<file path="src/rtl/fir_decimator_mc.sv">
// fir_decimator_mc: time-multiplexed multi-channel decimating FIR with one
// shared MAC, runtime coefficient bank, round-half-up and output saturation.
module fir_decimator_mc #(
    parameter int IW       = 16,
    parameter int CW       = 16,
    parameter int TAPS     = 32,
    parameter int CHANNELS = 2,
    parameter int DECIM    = 6
) (
    input  logic                     clk,
    input  logic                     reset,
    input  logic                     in_valid,
    output logic                     in_ready,
    input  logic [CHANNELS*IW-1:0]   in_data,
    input  logic                     coef_we,
    input  logic [$clog2(TAPS)-1:0]  coef_addr,
    input  logic [CW-1:0]            coef_data,
    output logic                     out_valid,
    input  logic                     out_ready,
    output logic [CHANNELS*IW-1:0]   out_data,
    output logic [CHANNELS-1:0]      out_sat
);

    localparam int TW  = $clog2(TAPS);
    localparam int CHW = (CHANNELS > 1) ? $clog2(CHANNELS) : 1;
    localparam int PHW = (DECIM > 1) ? $clog2(DECIM) : 1;
    localparam int PW  = IW + CW;
    localparam int AW  = IW + CW + TW;

    localparam logic signed [AW-1:0] RND  = AW'(2 ** (CW - 2));
    localparam logic signed [AW-1:0] YMAX = AW'(2 ** (IW - 1) - 1);
    localparam logic signed [AW-1:0] YMIN = ~YMAX;
    localparam logic signed [CW-1:0] HONE = CW'(2 ** (CW - 1) - 1);

    typedef enum logic [1:0] {
        IDLE,
        MAC,
        ROUND,
        OUT
    } state_t;

    state_t state;

    logic signed [IW-1:0] hist [CHANNELS][TAPS];
    logic signed [CW-1:0] coef [TAPS];

    logic [TW-1:0]  wptr;
    logic [TW-1:0]  rptr;
    logic [TW-1:0]  tap;
    logic [CHW-1:0] chan;
    logic [PHW-1:0] phase;

    logic signed [AW-1:0] acc;

    logic signed [IW-1:0] x_sel;
    logic signed [CW-1:0] h_sel;
    logic        [PW-1:0] prod;
    logic signed [AW-1:0] prod_ext;
    logic signed [AW-1:0] rsum;
    logic signed [AW-1:0] y_full;
    logic                 y_hi;
    logic                 y_lo;
    logic        [IW-1:0] y_sat;

    assign x_sel = hist[chan][rptr];
    assign h_sel = coef[tap];

    // Operands sign-extended to the full product width, so the low PW bits
    // of the unsigned multiply are the exact signed product.
    assign prod = {{CW{x_sel[IW-1]}}, x_sel}
                * {{IW{h_sel[CW-1]}}, h_sel};

    assign prod_ext = {{TW{prod[PW-1]}}, prod};

    assign rsum   = acc + RND;
    assign y_full = rsum >>> (CW - 1);
    assign y_hi   = y_full > YMAX;
    assign y_lo   = y_full < YMIN;
    assign y_sat  = y_hi ? YMAX[IW-1:0]
                  : y_lo ? YMIN[IW-1:0]
                  : y_full[IW-1:0];

    // Handshake FSM, sample history, coefficient bank and the shared MAC.
    always_ff @(posedge clk or posedge reset) begin
        if (reset) begin
            state     <= IDLE;
            in_ready  <= 1'b1;
            out_valid <= 1'b0;
            out_data  <= '0;
            out_sat   <= '0;
            wptr      <= '0;
            rptr      <= '0;
            tap       <= '0;
            chan      <= '0;
            phase     <= '0;
            acc       <= '0;
            for (int c = 0; c < CHANNELS; c++) begin
                for (int k = 0; k < TAPS; k++) begin
                    hist[c][k] <= '0;
                end
            end
            for (int k = 0; k < TAPS; k++) begin
                coef[k] <= (k == 0) ? HONE : '0;
            end
        end else begin
            unique case (state)
                IDLE: begin
                    if (coef_we) begin
                        coef[coef_addr] <= coef_data;
                    end
                    if (in_valid && in_ready) begin
                        for (int c = 0; c < CHANNELS; c++) begin
                            hist[c][wptr] <= in_data[c*IW +: IW];
                        end
                        wptr <= (wptr == TW'(TAPS - 1))
                              ? '0 : wptr + TW'(1);
                        if (phase == PHW'(DECIM - 1)) begin
                            phase    <= '0;
                            state    <= MAC;
                            in_ready <= 1'b0;
                            rptr     <= wptr;
                            tap      <= '0;
                            chan     <= '0;
                        end else begin
                            phase <= phase + PHW'(1);
                        end
                    end
                end
                MAC: begin
                    acc <= (tap == '0) ? prod_ext : acc + prod_ext;
                    // TAPS decrements bring rptr back to the newest sample,
                    // ready for the next channel.
                    rptr <= (rptr == '0)
                          ? TW'(TAPS - 1) : rptr - TW'(1);
                    if (tap == TW'(TAPS - 1)) begin
                        state <= ROUND;
                    end else begin
                        tap <= tap + TW'(1);
                    end
                end
                ROUND: begin
                    for (int c = 0; c < CHANNELS; c++) begin
                        if (chan == CHW'(c)) begin
                            out_data[c*IW +: IW] <= y_sat;
                            out_sat[c]           <= y_hi | y_lo;
                        end
                    end
                    tap <= '0;
                    if (chan == CHW'(CHANNELS - 1)) begin
                        state     <= OUT;
                        out_valid <= 1'b1;
                    end else begin
                        chan  <= chan + CHW'(1);
                        state <= MAC;
                    end
                end
                OUT: begin
                    if (out_ready) begin
                        state     <= IDLE;
                        out_valid <= 1'b0;
                        in_ready  <= 1'b1;
                    end
                end
                default: state <= IDLE;
            endcase
        end
    end

endmodule

</file>
<file path="config.mk">
export PLATFORM = sky130hd
export DESIGN_NAME = fir_decimator_mc
export DESIGN_NICKNAME = d
export VERILOG_FILES = /design/src/rtl/fir_decimator_mc.sv
export SDC_FILE = /design/constraint.sdc
export NUM_CORES = 2
export LEC_CHECK = 0
export CORE_UTILIZATION = 30
export CTS_CLUSTER_SIZE = 10
export DETAILED_ROUTE_END_ITERATION = 8
export GPL_TIMING_DRIVEN = 0
export HOLD_SLACK_MARGIN = 0.08
export PLACE_DENSITY_LB_ADDON = 0.15
export SLEW_MARGIN = 20
export SYNTH_ARGS = -nofsm -noshare
export SYNTH_HDL_FRONTEND = slang
export SYNTH_SLANG_ARGS = --single-unit
</file>
<file path="constraint.sdc">
create_clock -name clk -period 110.3 [get_ports clk]
set_clock_uncertainty 0.2 [all_clocks]
set_input_delay 33.09 -clock clk [delete_from_list [all_inputs] [get_ports clk]]
set_output_delay 33.09 -clock clk [all_outputs]
set_load 0.005 [all_outputs]
</file>
Fig. 1: placed cells, one color a class
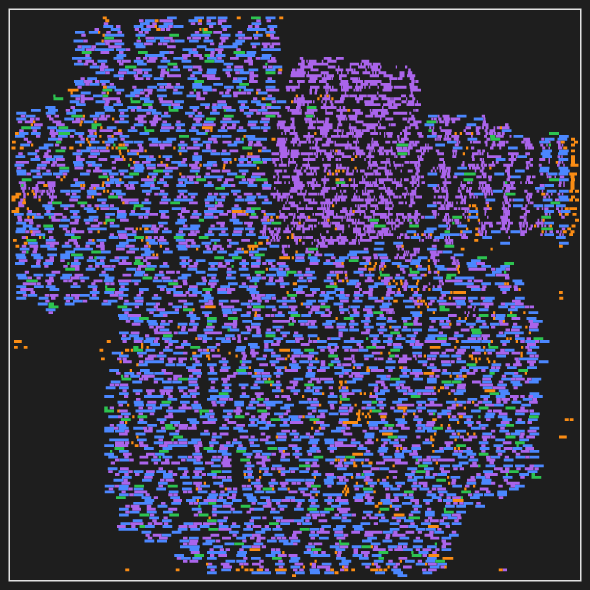
[orange] remaining buffers and delay cells | cells: 587
[purple] remaining logic cells | cells: 3891
[green] clock drivers and dummy loads | cells: 312
[blue] sequential cells | cells: 1630
sequential share of cell area: 0.416
end-of-flow core utilization: 0.346
fin area: 98100 sq um
Core Area: 283000 sq um

Fig. 2: placement density heat map
27 x 27 tiles, from black (low) to pale yellow (high), 0 to 100% covered.
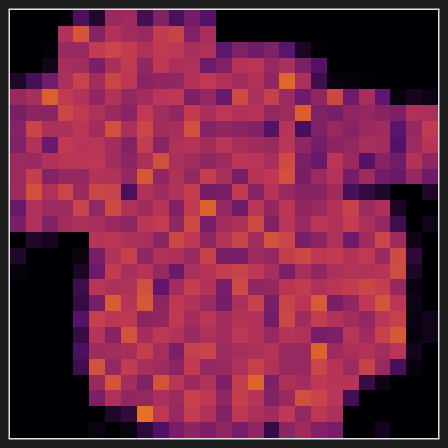
fullest tile: 67%
mean over tiles: 33%
nearly empty tiles: 20%
FP Core Util: 0.303

==> qor.csv <==
stage,metric,value,unit
power_and_ir_drop,Pleak,46.9,nW
detailed_routing,Via-to-Cell Ratio,5.18,
grt,initial antenna violation count,18,
worst_setup_path,crit path capture,hist[110],
synth,Synth cell types,76,
detailed_routing,met2 WL,138000,microns
worst_setup_path,CP Launch Point,in_valid,
detailed_routing,final WL,299000,microns
clock_network,Post-CTS Setup Inserts,0,
detailed_routing,top sig layer,met5,
clock_network,insertion delay to the later sink of the worst-skew pair,0.89,ns
worst_setup_path,critical path arrival,36.85,ns
outcome,status,completed,
finish,fin nets,6760,
synth,cells after synthesis,5989,
synth,most frequent cell after synthesis,dfrtp_1,
synth,yosys synthesis chip area,85700,sq um
worst_setup_path,crit path launch type,primary input,
detailed_routing,DR pass1 iterations,5,
detailed_routing,# DRC,0,
worst_setup_path,required time of the critical path,110.85,ns
synth,Commonest flop,dfrtp_1,
final_timing,fmax,0.0275,GHz
job,OpenROAD warning count,40,
detailed_routing,Post-Route M1 WL,140000,microns
synth,syn_nets,6440,
power_and_ir_drop,PD cells,17.7,nW/um^2
worst_setup_path,Crit Reg-Reg Endpoint,acc[35],
floorplanning,die height,536,microns
final_timing,Pins Over Slew Limit,0,
worst_setup_path,"critical path fanouts, max",10,
synth,count of library flops with an enable pin,0,
synth,Synth Cell Area,85700,sq um
grt,largest net degree at the start of global routing,103,
placed_design,dpl ws,73.08,ns
grt,total gr overflow,0,
final_timing,worst slew pin tran,1.28,ns
worst_setup_path,kind of critical path,primary input to register,
finish,share of cells above drive strength 1,0.404,
synth,Synthesis Warnings,0,
synth,Cell area leaders,"dfrtp_1, mux2_2, mux4_2",
floorplanning,die area,288000,sq um
clock_network,Clock Path Buffers,4,
synth,ys cells,5989,
synth,"FFs w/ async S/R, synth",1.00,
worst_setup_path,R2R depth,40,
placed_design,DP HPWL,209000,microns
synth,Top-area cell share,0.471,
final_timing,setup ws final,74.00,ns
clock_network,TritonCTS clock tree,built,
final_timing,Max-slew headroom,0.144,
final_timing,RSZ-0062 raised after global routing,false,
detailed_routing,ANT nets after route,0,
job,maxcap violations,0,
clock_network,total CTS buffers,199,
floorplanning,# IOs,94,
clock_network,Worst-path clk slew,0.05,ns
floorplanning,# rows,195,
placed_design,I/O Buffers,93,
clock_network,CTS root buf,clkbuf_16,
final_timing,setup_tns,0,ns
grt,vias in the first global route,55763,
final_timing,Tmin final,36.30,ns
placed_design,GPL Wtd Cong,0.827,
worst_setup_path,FF-to-FF Start,chan,
synth,Synth Seq Share,0.476,
detailed_routing,Vias,52615,
final_timing,period utilization,0.329,
synth,"Registers, synthesis",1630,
grt,first-pass GRT wire length,429000,microns
floorplanning,die width,536,microns
clock_network,post-cts sizing count,0,
worst_hold_path,Tightest Hold Check Type,register to register,
finish,fillcell total,27446,
detailed_routing,met3 wire len,14400,microns
worst_setup_path,flop-to-flop setup slack,96.03,ns
synth,Post-synth top cells,"dfrtp_1, mux2_2, mux4_2",
worst_setup_path,CP endpoint kind,register,
synth,largest area contributor in the netlist,dfrtp_1,
clock_network,H-tree levels,4,
synth,syn_area_per_cell,14.3,sq um
clock_network,clock sink count,1630,
power_and_ir_drop,VDD IR-drop max,0.0131,mV
finish,synth-to-layout area growth,14.5,%
final_timing,final hold vios,0,
placed_design,dpl cells,9851,
final_timing,Setup Viol. Count Final,0,
detailed_routing,drt initial violations,3428,
clock_network,Hold Buf Count CTS,0,
finish,final instance count without filler cells,10167,
Fig. 3: register map, names as in the netlist
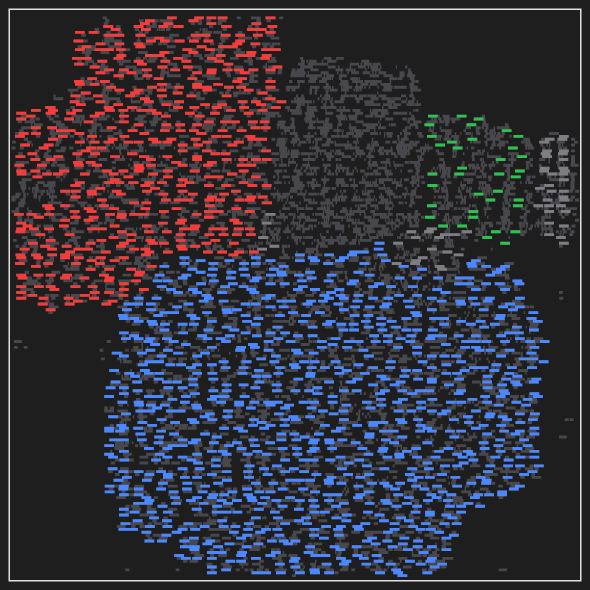
[green] `acc` | sequential cells: 37
[blue] `hist` | sequential cells: 1024
[red] `coef` | sequential cells: 512
not colored: 57
sequential power: 0.000635 W
Seq. cell area: 40800 sq um

Fig. 4: routing congestion map
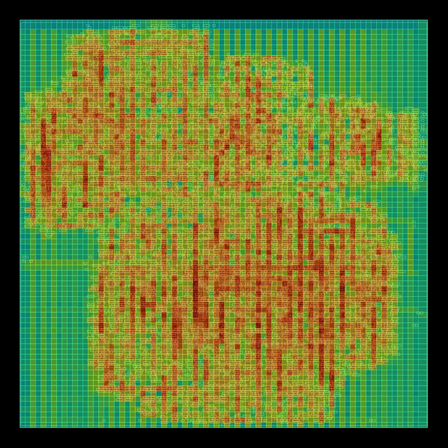
wire per inst: 29.4 microns
GR Util met2: 0.333
Tot GR Track Use: 0.209

per-stage QoR:
stage	hold slack, ns	utilization	total power, W	area [sq um]
after floorplan	0.256	-	0.000943	85700
after detailed placement	0.276	0.325	0.00113	92200
final	0.281	0.346	0.00174	98100
after global placement	0.263	0.322	0.00113	91300
after CTS	0.288	0.346	0.00176	98100
after global routing	0.306	0.346	0.00182	98100
flip-flops by register name (all words and copies together), names as in the netlist:
register / cells
hist: 1024
coef: 512
acc: 37
out_data: 32
rptr: 5
tap: 5
wptr: 5
phase: 3
out_sat: 2
state: 2
chan: 1
in_ready: 1
out_valid: 1
layer usage:
metal / GRT usage / vias up
li1: - / 22105
met1: 0.300 / 28964
met2: 0.333 / 1171
met3: 0.0339 / 369
met4: 0.0454 / 6
met5: 0 / -
critical path, stage by stage:
cell and delay (ns):
clkdlybuf4s50_1 0.57, nand2_1 0.10, nor3_1 0.74, and2_1 0.23
clkbuf_1 0.56, nand2_1 0.47, buf_1 0.61, mux2_2 0.46
cell families after synthesis:
group / Yosys count / synth area share
fa+ha+maj: 393 / 0.0804
compound gates: 334 / 0.0258
mux: 2071 / 0.335
flops: 1630 / 0.476
simple gates: 697 / 0.0385
buf+inv: 785 / 0.0358
xor+xnor: 79 / 0.00807
cells in the final DEF, fill, tap and decap left out, types with 21 or more instances in the layout:
cell	instances
inv_1	316
buf_2	130
ha_1	130
a21o_1	31
nor2b_1	39
nand3_1	30
mux2i_1	23
o211ai_1	41
nand2b_1	78
xnor2_1	51
and2_1	22
nand2_1	217
dfrtp_1	1614
clkbuf_1	287
nor3_1	21
mux4_2	483
clkdlybuf4s50_1	93
xor2_1	28
clkbuf_8	22
clkbuf_2	57
a21oi_1	83
mux2_2	1557
clkbuf_16	201
nor2_1	203
o21ai_0	68
buf_1	55
fa_1	263
area by class of cell:
class | count | area (sq um) | share of cell area
antenna | 4 | 10.0 | 0.000102
timing repair buffer | 119 | 1550 | 0.0158
multi-input combinational | 3574 | 41900 | 0.427
buffer | 468 | 2020 | 0.0206
clock inverter | 23 | 375 | 0.00383
tap | 3743 | 4680 | 0.0477
sequential | 1630 | 40800 | 0.416
inverter | 317 | 1200 | 0.0122
clock buffer | 289 | 5580 | 0.0569
how the worst min path moves through the flow:
stage	slack, ns	to	cells after the start	from
finish	0.28	out_data[15]	2	out_data[15]
global route	0.31	hist[119]	1	hist[119]
CTS	0.29	out_data[15]	2	out_data[15]
detailed placement	0.28	out_data[15]	2	out_data[15]
global placement	0.26	out_data[15]	2	out_data[15]
floorplan	0.26	acc[10]	2	acc[10]
power breakdown:
group | internal, W | switching, W
sequential | 0.000619 | 0.0000164
combinational | 0.000166 | 0.000313
clock | 0.000355 | 0.000269
No activity file was given, so power comes from the tool's default toggle rates.
